--- config.mk ---
export PLATFORM = sky130hd
export DESIGN_NAME = lcd_bus_sequencer
export DESIGN_NICKNAME = d
export VERILOG_FILES = /design/src/rtl/lcd_bus_sequencer.sv
export SDC_FILE = /design/constraint.sdc
export NUM_CORES = 1
export LEC_CHECK = 0
export CORE_MARGIN = 3
export CORE_UTILIZATION = 59
export DETAILED_ROUTE_END_ITERATION = 16
export HOLD_SLACK_MARGIN = 0.12
export PLACE_DENSITY = 0.92
export SLEW_MARGIN = 10
export SYNTH_ARGS = -nofsm -noshare
export SYNTH_HDL_FRONTEND = slang
export SYNTH_SLANG_ARGS = --single-unit
--- constraint.sdc ---
create_clock -name clk_LCD -period 5.6 [get_ports clk_LCD]
set_clock_uncertainty 0.15 [all_clocks]
set_input_delay 0.84 -clock clk_LCD [delete_from_list [all_inputs] [get_ports clk_LCD]]
set_output_delay 0.84 -clock clk_LCD [all_outputs]
set_load 0.03 [all_outputs]
--- src/rtl/lcd_bus_sequencer.sv ---
`timescale 1ns/1ps
`default_nettype none
// +--------------------------------------------------------------------------+
// | lcd_bus_sequencer                                                        |
// | 4-bit LCD1602 bus owner: power-up/init sequence, then round-robin byte   |
// | transfers from two requesters with counted nibble phases and busy waits. |
// | Revision: 1.0                                                            |
// +--------------------------------------------------------------------------+
module lcd_bus_sequencer #(
  parameter int PWRUP_WAIT = 15000,
  parameter int SETUP_CYC  = 2,
  parameter int EN_CYC     = 8,
  parameter int HOLD_CYC   = 2,
  parameter int CMD_WAIT   = 40,
  parameter int CLR_WAIT   = 1600
) (
  input  logic       clk_LCD,
  input  logic       rst_n,
  input  logic       req0,
  input  logic       req1,
  input  logic       rs0,
  input  logic       rs1,
  input  logic [7:0] byte0,
  input  logic [7:0] byte1,
  output logic       ack0,
  output logic       ack1,
  output logic       lcd_en,
  output logic       lcd_rs,
  output logic       lcd_rw,
  output logic [3:0] lcd_data,
  output logic       init_done,
  output logic       busy
);

  localparam int c_NIB_LEN = SETUP_CYC + EN_CYC + HOLD_CYC;
  localparam int c_MAX_A   = (PWRUP_WAIT > CLR_WAIT) ? PWRUP_WAIT : CLR_WAIT;
  localparam int c_MAX_B   = (CMD_WAIT > c_NIB_LEN) ? CMD_WAIT : c_NIB_LEN;
  localparam int c_CNT_MAX = (c_MAX_A > c_MAX_B) ? c_MAX_A : c_MAX_B;
  localparam int c_CW      = $clog2(c_CNT_MAX + 1);

  localparam logic [c_CW-1:0] c_PWR_LAST = c_CW'(PWRUP_WAIT - 1);
  localparam logic [c_CW-1:0] c_NIB_LAST = c_CW'(c_NIB_LEN - 1);
  localparam logic [c_CW-1:0] c_CMD_LAST = c_CW'(CMD_WAIT - 1);
  localparam logic [c_CW-1:0] c_CLR_LAST = c_CW'(CLR_WAIT - 1);
  localparam logic [c_CW-1:0] c_EN_FIRST = c_CW'(SETUP_CYC);
  localparam logic [c_CW-1:0] c_EN_LAST  = c_CW'(SETUP_CYC + EN_CYC - 1);

  localparam logic [2:0] c_ST_PWR  = 3'd0;
  localparam logic [2:0] c_ST_IDLE = 3'd1;
  localparam logic [2:0] c_ST_HI   = 3'd2;
  localparam logic [2:0] c_ST_LO   = 3'd3;
  localparam logic [2:0] c_ST_WAIT = 3'd4;

  logic [2:0]      r_state;
  logic [c_CW-1:0] r_cnt;
  logic [3:0]      r_step;
  logic [7:0]      r_byte;
  logic            r_rs;
  logic            r_single;
  logic            r_init_done;
  logic            r_last;

  logic [7:0]      w_step_byte;
  logic            w_step_single;
  logic            w_wait_clr;
  logic [c_CW-1:0] w_wait_last;
  logic            w_arb0;
  logic            w_can_grant;
  logic            w_nib;

  // Init steps 0..3 are lone high nibbles (0x3,0x3,0x3,0x2); 4..7 are full bytes.
  always_comb begin
    w_step_byte = 8'h30;
    case (r_step)
      4'd3:    w_step_byte = 8'h20;
      4'd4:    w_step_byte = 8'h28;
      4'd5:    w_step_byte = 8'h0C;
      4'd6:    w_step_byte = 8'h01;
      4'd7:    w_step_byte = 8'h06;
      default: w_step_byte = 8'h30;
    endcase
  end
  assign w_step_single = (r_step < 4'd4);

  // A lone 0x3 nibble needs the long wait, a lone 0x2 the short one.
  assign w_wait_clr  = r_single ? r_byte[4]
                                : (!r_rs && (r_byte[7:2] == 6'd0) && (r_byte != 8'd0));
  assign w_wait_last = w_wait_clr ? c_CLR_LAST : c_CMD_LAST;

  assign w_can_grant = (r_state == c_ST_IDLE) && r_init_done;
  assign w_arb0      = req0 && (!req1 || r_last);
  assign ack0        = w_can_grant && w_arb0;
  assign ack1        = w_can_grant && req1 && !w_arb0;

  assign w_nib     = (r_state == c_ST_HI) || (r_state == c_ST_LO);
  assign lcd_data  = (r_state == c_ST_HI) ? r_byte[7:4] :
                     (r_state == c_ST_LO) ? r_byte[3:0] : 4'h0;
  assign lcd_rs    = w_nib && r_rs;
  assign lcd_en    = w_nib && (r_cnt >= c_EN_FIRST) && (r_cnt <= c_EN_LAST);
  assign lcd_rw    = 1'b0;
  assign init_done = r_init_done;
  assign busy      = (r_state != c_ST_IDLE);

  always_ff @(posedge clk_LCD or negedge rst_n) begin
    if (!rst_n) begin
      r_state     <= c_ST_PWR;
      r_cnt       <= '0;
      r_step      <= 4'd0;
      r_byte      <= 8'd0;
      r_rs        <= 1'b0;
      r_single    <= 1'b0;
      r_init_done <= 1'b0;
      r_last      <= 1'b1;
    end else begin
      case (r_state)
        c_ST_PWR: begin
          if (r_cnt == c_PWR_LAST) begin
            r_cnt    <= '0;
            r_state  <= c_ST_HI;
            r_byte   <= w_step_byte;
            r_single <= w_step_single;
            r_rs     <= 1'b0;
            r_step   <= r_step + 4'd1;
          end else begin
            r_cnt <= r_cnt + 1'b1;
          end
        end
        c_ST_IDLE: begin
          if (ack0) begin
            r_byte   <= byte0;
            r_rs     <= rs0;
            r_single <= 1'b0;
            r_last   <= 1'b0;
            r_state  <= c_ST_HI;
          end else if (ack1) begin
            r_byte   <= byte1;
            r_rs     <= rs1;
            r_single <= 1'b0;
            r_last   <= 1'b1;
            r_state  <= c_ST_HI;
          end
        end
        c_ST_HI: begin
          if (r_cnt == c_NIB_LAST) begin
            r_cnt   <= '0;
            r_state <= r_single ? c_ST_WAIT : c_ST_LO;
          end else begin
            r_cnt <= r_cnt + 1'b1;
          end
        end
        c_ST_LO: begin
          if (r_cnt == c_NIB_LAST) begin
            r_cnt   <= '0;
            r_state <= c_ST_WAIT;
          end else begin
            r_cnt <= r_cnt + 1'b1;
          end
        end
        c_ST_WAIT: begin
          if (r_cnt == w_wait_last) begin
            r_cnt <= '0;
            if (r_init_done) begin
              r_state <= c_ST_IDLE;
            end else if (r_step == 4'd8) begin
              r_init_done <= 1'b1;
              r_state     <= c_ST_IDLE;
            end else begin
              r_state  <= c_ST_HI;
              r_byte   <= w_step_byte;
              r_single <= w_step_single;
              r_rs     <= 1'b0;
              r_step   <= r_step + 4'd1;
            end
          end else begin
            r_cnt <= r_cnt + 1'b1;
          end
        end
        default: r_state <= c_ST_PWR;
      endcase
    end
  end

endmodule
`default_nettype wire

==> images/m3.png <==
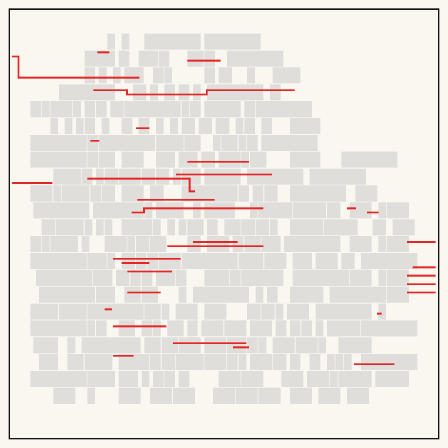
nets with wire on the layer = 23
wire length on this layer = 256 um
main direction = horizontal
routed wire length: 5340 um
met3 track demand over resource in global routing: 0.0510

==> images/clock_wires.png <==
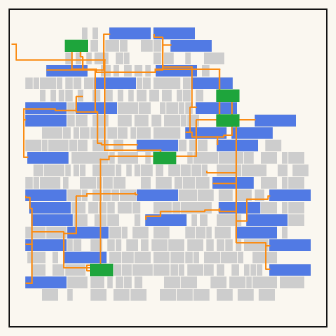
flip-flops -> blue  # count 33
clock-net drivers -> green  # count 5
clock wires -> orange  # length 482 um
routed clock nets = 6
part of the power in the clock network: 0.404
power in the clock group: 177 uW

==> images/m1.png <==
Bar = 20 um. Supply wires on this layer in gray.
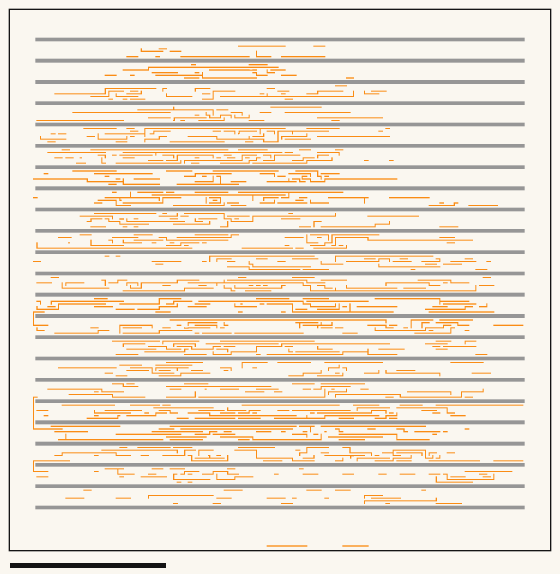
share of all routed wire = 45%
wire length on this layer = 2,380 um
vias after detailed routing: 1,954
GR Layer Usage met1: 0.307

==> images/m2.png <==
Bar = 20 um.
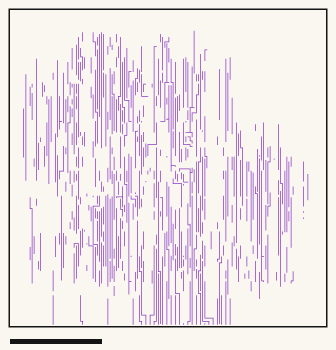
wire length on this layer = 2,610 um
main direction = vertical
longest straight run = 28.1 um
nets with wire on the layer = 255
share of all routed wire = 49%
global-route track usage on met2: 0.361

==> images/congestion_map.png <==
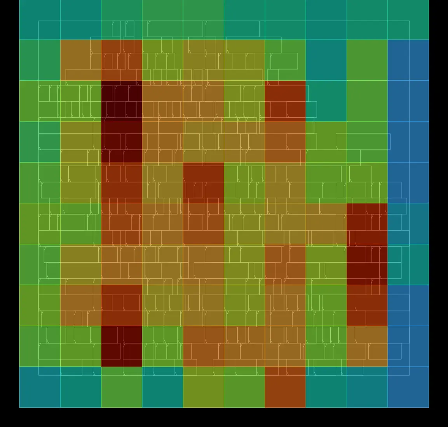
aggregate global-route resource usage: 0.233
busiest layer in global routing: met2
Routed WL per cell: 16.3 um
post-layout util: 0.725

==> notes.md <==
Observations from the implementation run.

Final timing:
- The run gives the worst hold slack as 0.398 ns.
- The transition time recorded at the tightest slew-check pin is 0.799 ns.
- Setup repair after global routing left no endpoint under its margin.
- The run gives the final max-slew violation count as 0.
- The run puts the final period utilization at 0.697.
- Once routing completed, OpenROAD measured the worst setup slack at 1.70 ns.
- Summed over all failing endpoints, the final setup total negative slack is 0 ns.
- The run puts the minimum clock period at about 3.9 ns.

Layout:
- The run gives the sequential standard cell area as 827 sq um.
- The run puts the number of diodes added for antenna fixing at 0.
- The run gives the final design instance area without fill as ~0.0027 sq mm.
- Per the layout area report, the combinational gate area comes to roughly 0.0014 sq mm.
- The run gives the area growth from synthesis to final layout as 15.7%.
- The layout summary lists the proportion of cells stronger than drive strength 1 as 0.150.

Setup path:
- Walking the worst path, the cells encountered are nor3b_4 > nand4_2 > inv_1 > clkdlybuf4s50_1.
- Looking at the setup timing report, the critical path kind is reg -> out.
- STA classifies the critical path endpoint as an output pin.
- The run gives the number of cells traversed by the worst register-to-register path as 7.
- The worst setup path is launched from a register.
- According to the timing report, the arrival time at the worst endpoint equals 2.91 ns.
- The run gives the peak fanout along the critical path as 15.
- The run puts the worst reg-to-reg setup slack at 2.73 ns.
- The run gives the delay of the slowest critical-path stage as 0.71 ns.
- The run gives the data required time at the worst endpoint as 4.61 ns.

Placed design:
- RePlAce ended its routability-driven mode at a weighted congestion of 0.863.
- The run gives the cell area reported after detailed placement as 0.00263 sq mm.

Drt:
- Per the post-route antenna check, the number of violating nets is 0.
- The run gives the final routed DRC violation total as 0.
- The run puts the first-pass iteration count of the detailed router at 4.

CTS:
- The run puts the clock net sink count at 33.
- The run gives the count of cells resized by post-cts repair as 0.
- The run puts the clock slew seen by the registers of the worst setup and hold paths at 0.07 ns.
- The clock reaches the later pin of the worst-skew pair after 0.29 ns.
- The H-tree generated during clock tree synthesis spans 2 levels.
- The run puts the maximum clock insertion buffer count at 2.
- The run gives the number of buffers added to fix hold violations after cts as 0.
- The run gives the CTS tree as done.
- The run puts the number of buffers inserted during clock tree synthesis at 5.
- The run gives the number of setup buffers added after CTS as 0.

Floorplan:
- The report lists the number of standard-cell rows as 22.
- The die is 69.0 um tall.
- The run gives the starting utilization of the core area as 0.626.
- The run gives the die outline width as roughly 69 um.
- The run puts the die area at 0.00477 sq mm.

Synthesis:
- After synthesis the netlist holds a flip-flop and latch count of 33.
- The number of nets handed over by synthesis was 278.
- The run puts the number of distinct library cell variants in the gate-level netlist after synthesis at about 63.
- The run gives the fraction of the yosys area taken by sequential cells as 0.353.
- For reference, the top cells by count after synthesis are 32 x dfrtp_1, 32 x nand2_1, 18 x o21ai_0.
- The chip area line in the Yosys stat output reads 0.00234 sq mm.
- The main area contributors are dfrtp_1 34%, mux2_4 5.8%, nand2_1 5.1%.
- In this run the cell area of the synthesized design comes to 0.00234 sq mm.
- The run gives the cell count listed in synth_stat.txt as 248.

Global route:
- The run puts the remaining global-route overflow at 0.
- The run puts the wire length of the first global-routing pass at 8830 um.
- The run gives the number of antenna violations at the first check in global routing as 0.
- The run gives the largest net degree at the start of global routing as 34.

Run status:
- The flow ran to the end, and the final reports show no timing, DRC or antenna violations.

Pwr:
- The run gives the leakage dissipation as 0.00116 uW.

Run:
- The run puts the count of warning messages emitted by the tools at 32.
==> cell usage in the layout (no fill, tap or decap), types with 4 or more instances in the layout <==
cell type,count
nor3_1,11
clkbuf_8,5
ha_1,8
nor4_1,5
nand2b_1,4
nand2_1,32
mux2_4,9
nand3_1,14
clkdlybuf4s50_1,31
inv_1,8
mux2i_1,10
o22ai_1,4
o21ai_0,18
o21ai_1,4
dfrtp_1,32
nor2_1,14
==> routing by layer <==
metal	up-vias	part of all wire
met5	-	0
met4	0	0.018
met3	10	0.048
met2	51	0.49
met1	937	0.45
li1	956	-
==> critical path: cells and delay by family, from the launching register on <==
kind | cells | cell delay, ns
DFF | 1 | 0.64
and+or+nand+nor | 2 | 0.98
buffers and inverters | 2 | 1.00
==> stage by stage <==
stage,instances,power (uW)
finish,328,437
floorplan,248,245
global placement,320,265
global route,328,452
CTS,328,439
detailed placement,320,265
==> area by class of cell <==
cell class | count | area share
multi-input cells | 198 | 0.514
flip-flops and latches | 33 | 0.305
repair buffers | 32 | 0.117
clock buffers | 8 | 0.0295
well taps | 48 | 0.0221
inverters | 9 | 0.0124
==> power by group <==
| group | switching [uW] | internal [uW] | leakage [uW] |
|---|---|---|---|
| combinational | 8.17 | 13.8 | 0.000675 |
| clock | 88.3 | 88.3 | 0.0000395 |
| sequential | 0 | 238 | 0.000443 |
| total | 96.4 | 340 | 0.00116 |
==> registers in the layout, summed over array words and instances (netlist names) <==
register and cells:
r_cnt 14, r_rs 1, r_state 3, r_single 1, r_step 4, r_byte 8, r_last 1, init_done 1
==> kinds of logic (layout without fill, tap and decap cells) <==
family | count (synthesis) | count (layout) | share of synthesized area
other | 1 | 1 | 0.00160
multiplexers | 23 | 23 | 0.125
buffers and inverters | 17 | 49 | 0.0523
flip-flops | 33 | 33 | 0.353
adder cells (fa/ha/maj) | 8 | 8 | 0.0427
XOR/XNOR | 5 | 5 | 0.0187
AND/OR/NAND/NOR | 110 | 110 | 0.261
AND-OR/OR-AND | 51 | 51 | 0.145
==> worst paths after layout <==
kind / start / end
worst max-delay path: r_state[0] / ack0
worst min-delay path: r_rs / r_rs
worst max register to register: r_cnt[0] / r_single
worst min register to register: r_rs / r_rs
max in group asynchronous: rst_n / r_last
min in group asynchronous: rst_n / r_cnt[1]
Power figures rest on the tool's default switching activity, not on a simulated workload.
